Figure 1. Metal 1.
The bar under the picture is 20 um long. Supply wires on this layer in gray.
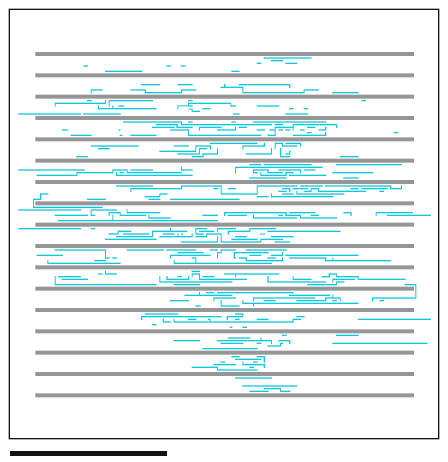
Figure 2. The metal 2 layer.
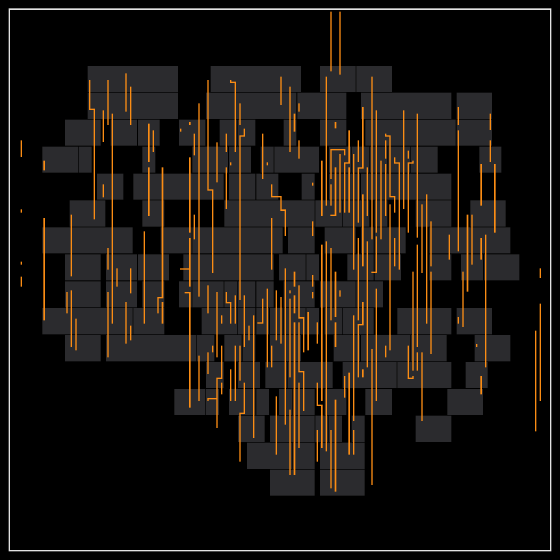
### config.mk
export PLATFORM = sky130hd
export DESIGN_NAME = mem_slot_arbiter_flat
export DESIGN_NICKNAME = d
export VERILOG_FILES = /design/src/rtl/mem_slot_arbiter_pkg.sv /design/src/rtl/mem_slot_arbiter_if.sv /design/src/rtl/mem_slot_arbiter_rr_pick.sv /design/src/rtl/mem_slot_arbiter.sv /design/src/flat_wrapper.sv
export SDC_FILE = /design/constraint.sdc
export NUM_CORES = 1
export LEC_CHECK = 0
export CAP_MARGIN = 0
export CORE_MARGIN = 3
export CORE_UTILIZATION = 40
export CTS_CLUSTER_SIZE = 28
export DETAILED_ROUTE_END_ITERATION = 10
export PLACE_DENSITY = 0.75
export SYNTH_ARGS = -nofsm -noshare
export SYNTH_HDL_FRONTEND = slang
export SYNTH_SLANG_ARGS = --single-unit
### constraint.sdc
create_clock -name clk -period 2.4 [get_ports clk]
set_input_delay 0.6 -clock clk [delete_from_list [all_inputs] [get_ports clk]]
set_output_delay 0.6 -clock clk [all_outputs]
set_load 0.01 [all_outputs]
### src/rtl/mem_slot_arbiter_pkg.sv
// mem_arb_pkg: shared types, default parameters and helpers for the memory slot arbiter
package mem_arb_pkg;
    typedef enum logic [1:0] {IDLE, OWN, TURN} state_t;
    localparam int N_REQ_DEF = 4;
    localparam int SLICE_DEF = 2;
    localparam int HP_IDX_DEF = 0;
    function automatic logic [7:0] onehot(input int idx);
        onehot = 8'(1) << idx;
    endfunction
endpackage

### src/rtl/mem_slot_arbiter_if.sv
// mem_slot_arbiter_if: request/grant bundle between requesters and the arbiter
interface mem_slot_arbiter_if import mem_arb_pkg::*; #(parameter int N_REQ = N_REQ_DEF);
    localparam int W = $clog2(N_REQ);
    logic [N_REQ-1:0] req;
    logic [N_REQ-1:0] done;
    logic [N_REQ-1:0] grant;
    logic [W-1:0] gnt_id;
    logic busy;
    logic preempt;
    modport master(output req, done, input grant, gnt_id, busy, preempt);
    modport slave(input req, done, output grant, gnt_id, busy, preempt);
endinterface

### src/rtl/mem_slot_arbiter_rr_pick.sv
// rr_pick: combinational rotating-priority picker, scanning from ptr+1 and skipping masked indices
module rr_pick #(
    parameter int N = 4,
    parameter int W = 2
) (
    input  logic [N-1:0] req,
    input  logic [W-1:0] ptr,
    input  logic [N-1:0] mask,
    output logic         valid,
    output logic [W-1:0] idx
);
    logic [W-1:0] j;
    // first unmasked request after ptr, wrapping modulo N
    always_comb begin
        valid = 1'b0;
        idx = '0;
        j = '0;
        for (int i = 1; i <= N; i++) begin
            j = W'((int'(ptr) + i) % N);
            if (!valid && req[j] && !mask[j]) begin
                valid = 1'b1;
                idx = j;
            end
        end
    end
endmodule

### src/rtl/mem_slot_arbiter.sv
// mem_slot_arbiter: time-sliced memory port arbiter with a preempting high-priority requester
module mem_slot_arbiter import mem_arb_pkg::*; #(
    parameter int N_REQ = N_REQ_DEF,
    parameter int SLICE = SLICE_DEF,
    parameter int HP_IDX = HP_IDX_DEF
) (
    input logic clk,
    input logic reset,
    mem_slot_arbiter_if.slave bus
);
    localparam int W = $clog2(N_REQ);
    localparam int CW = $clog2(SLICE + 1);
    localparam logic [W-1:0] HP = W'(HP_IDX);
    state_t state, state_n;
    logic [CW-1:0] cnt, cnt_n;
    logic [W-1:0] rr_ptr, rr_n, id_n, pick_idx, win, owner;
    logic [N_REQ-1:0] grant_n, hp_mask;
    logic busy_n, pre_n, pick_v, rel_a, rel_b, rel_c;
    assign hp_mask = N_REQ'(1) << HP_IDX;
    assign owner = bus.gnt_id;
    assign win = bus.req[HP_IDX] ? HP : pick_idx;
    assign rel_a = bus.done[owner] || !bus.req[owner];
    assign rel_b = (owner != HP) && bus.req[HP_IDX];
    assign rel_c = cnt == CW'(SLICE);
    rr_pick #(.N(N_REQ), .W(W)) u_pick (
        .req(bus.req),
        .ptr(rr_ptr),
        .mask(hp_mask),
        .valid(pick_v),
        .idx(pick_idx)
    );
    // next-state: arbitrate when leaving IDLE/TURN, check release conditions while owned
    always_comb begin
        state_n = state;
        cnt_n = cnt;
        rr_n = rr_ptr;
        grant_n = bus.grant;
        id_n = bus.gnt_id;
        busy_n = bus.busy;
        pre_n = 1'b0;
        case (state)
            IDLE, TURN: begin
                if (bus.req[HP_IDX] || pick_v) begin
                    state_n = OWN;
                    grant_n = N_REQ'(onehot(int'(win)));
                    id_n = win;
                    busy_n = 1'b1;
                    cnt_n = CW'(1);
                end else begin
                    state_n = IDLE;
                end
            end
            OWN: begin
                if (rel_a || rel_b || rel_c) begin
                    state_n = TURN;
                    grant_n = '0;
                    id_n = '0;
                    busy_n = 1'b0;
                    cnt_n = '0;
                    pre_n = !rel_a && rel_b;
                    rr_n = (owner != HP && !pre_n) ? owner : rr_ptr;
                end else begin
                    cnt_n = cnt + 1'b1;
                end
            end
            default: state_n = IDLE;
        endcase
    end
    // state and registered outputs; reset clears everything without waiting for a clock
    always_ff @(posedge clk or posedge reset) begin
        if (reset) begin
            state <= IDLE;
            cnt <= '0;
            rr_ptr <= HP;
            bus.grant <= '0;
            bus.gnt_id <= '0;
            bus.busy <= 1'b0;
            bus.preempt <= 1'b0;
        end else begin
            state <= state_n;
            cnt <= cnt_n;
            rr_ptr <= rr_n;
            bus.grant <= grant_n;
            bus.gnt_id <= id_n;
            bus.busy <= busy_n;
            bus.preempt <= pre_n;
        end
    end
endmodule

### src/flat_wrapper.sv
// flat-port wrapper written by rule: the top's interface ports become plain ports
module mem_slot_arbiter_flat import mem_arb_pkg::*;
#(
    parameter int N_REQ = N_REQ_DEF,
    parameter int SLICE = SLICE_DEF,
    parameter int HP_IDX = HP_IDX_DEF
)
  (clk, reset, bus_req, bus_done, bus_grant, bus_gnt_id, bus_busy, bus_preempt);
  mem_slot_arbiter_if #(.N_REQ(N_REQ)) bus_i ();
  input logic clk;
  input logic reset;
  input wire logic [$bits(bus_i.req)-1:0] bus_req;
  input wire logic [$bits(bus_i.done)-1:0] bus_done;
  output wire logic [$bits(bus_i.grant)-1:0] bus_grant;
  output wire logic [$bits(bus_i.gnt_id)-1:0] bus_gnt_id;
  output wire logic [$bits(bus_i.busy)-1:0] bus_busy;
  output wire logic [$bits(bus_i.preempt)-1:0] bus_preempt;
  assign bus_i.req = bus_req;
  assign bus_i.done = bus_done;
  assign bus_grant = bus_i.grant;
  assign bus_gnt_id = bus_i.gnt_id;
  assign bus_busy = bus_i.busy;
  assign bus_preempt = bus_i.preempt;
  mem_slot_arbiter #(.N_REQ(N_REQ), .SLICE(SLICE), .HP_IDX(HP_IDX)) u_core (.clk(clk), .reset(reset), .bus(bus_i));
endmodule
==> results.txt <==
Flow results are below.

- The flow ran to the end, and the final reports show no timing, DRC or antenna violations.
- The biggest area consumer among cell classes is combinational gates, for reference.
- Per the cell usage report, the commonest logic cells after layout are 17 x clkdlybuf4s50_1, 14 x dfrtp_1, 11 x buf_4.
- For the worst setup path, the data arrival time is approximately 2500 ps.
- The sequential portion of the cell area is 27.9%, for reference.
- For reference, the top cells by count after synthesis are 14 x dfrtp_1, 9 x nand2_1, 8 x nor2b_1, 8 x o2bb2ai_1.
- CTS reports a maximum clock tree buffer depth of 2.
- The worst setup path is captured at a register.
- The portion of total power attributed to sequential cells is about a quarter, for reference.
- All stages included, the depth of the critical timing path comes to 6.
- Including well taps, the total number of placed cells is 150.
- The number of sinks handled by clock tree synthesis is 14, for reference.
- The post-route minimum period is 2310 ps, for reference.
- The worst supply voltage drop on vdd is 0.702 mV, for reference.
- The final weighted congestion in routability-driven placement is between 1 and 1.5, for reference.
- The die width is 54.6 um, for reference.
- The met2 layer wire length in the routed design is 974 um, for reference.
- Routing resource usage on met2 recorded by global route was roughly 27%.
- The count of clock-net buffers in the final layout is 4, for reference.
- The combinational share of cell area is roughly 45%, for reference.
- Per the detail_route log, met3 wirelength is approximately 150 um.
- The number of well taps is 27, for reference.
- Once iteration 0 of detailed routing completed, the report listed 26 DRC markers.
- The number of multi-input combinational cells in the layout is 75, for reference.
- The routed length per placed instance is 13.9 um, for reference.
- The total clock buffers created by CTS is 3, for reference.
- The final-stage net count is 143, for reference.
- The worst hold path begins at u_core.cnt[0]$_DFFE_PP0P_.
- The cell internal power dissipation is 973 uW, for reference.
- In this run the full chip footprint comes out at 2980 um^2.
- Summing the areas of all fa, ha and maj instances in the mapped netlist gives 6.63% of the synthesized area.
- The non-clock buffering overhead in the final layout is 20.1%, for reference.
- Signal routing reaches up to met3.
- For this run, design rule violations remaining after detail routing come to 0.
- After clock tree synthesis, the repair step resized 0 gates.
- The first-pass GRT wire length is approximately 3700 um, for reference.
- The proportion of layout cells with a drive suffix above 1 is 19.7%, for reference.
- The largest net degree at the start of global routing is 15, for reference.
- The number of buffers and inverters on the critical path is 1.
- The slew at the pin with the worst max-slew slack is roughly 530 ps, for reference.
- After routing the design area is 1250 um^2.
- The cell-mix breakdown from Yosys lists the compound-gate area share as 23.3%.
- As logged by OpenROAD, the buffers inserted on ports number 17.
- The net switching component of the power is 696 uW, for reference.
- The part of the Yosys area used for sequential elements is 37.1%, for reference.
- The count of buffers not belonging to the clock network in the layout is 28, for reference.
- The clock network accounts for around a tenth of the total power.
- The synthesis report lists the most area-consuming cells as dfrtp_1 37%, o2bb2ai_1 7.4%, ha_1 6.6%, nor2b_1 5.3%, mux2_4 4.8%.
- Synthesis inferred 14 register bits.
- The highest clock rate this design can be run at is 433 MHz.
- After technology mapping, the gate count stands at 96.
- The sum of overflow across all layers after global routing is 0, for reference.
- Setup repair after global routing left no endpoint under its margin.
- The final timing report lists clock skew as roughly 2.6 ps.
Notes on Figure 1 above:
longest straight run	20.2 um
share of all routed wire	48%
wire length on this layer	1020 um
nets with wire on the layer	127
global-route track usage on met1: 23.3%
via count: 822
Routed Wire Length: 2150 um

Notes on Figure 2 above:
longest straight run	21.1 um
share of all routed wire	45%
nets with wire on the layer	120

==> through the flow <==
| stage | hold WS, ps | utilization [%] | worst slack (ps) | power [mW] | TNS [ps] |
|---|---|---|---|---|---|
| after floorplan | 453 | - | 285 | 1.13 | 0 |
| after global placement | 467 | 58.0 | -101 | 1.46 | -415 |
| after detailed placement | 474 | 58.0 | -213 | 1.50 | -1100 |
| after CTS | 490 | 59.7 | 75.7 | 1.67 | 0 |
| after global routing | 522 | 59.7 | 10.3 | 1.82 | 0 |
| final | 488 | 59.7 | 90.7 | 1.67 | 0 |
==> flip-flops by register name (all words and copies together), names as in the netlist <==
signal	cells
u_core.bus.grant	4
u_core.bus.gnt_id	2
u_core.cnt	2
u_core.rr_ptr	2
u_core.state	2
u_core.bus.busy	1
u_core.bus.preempt	1
Power figures rest on the tool's default switching activity, not on a simulated workload.
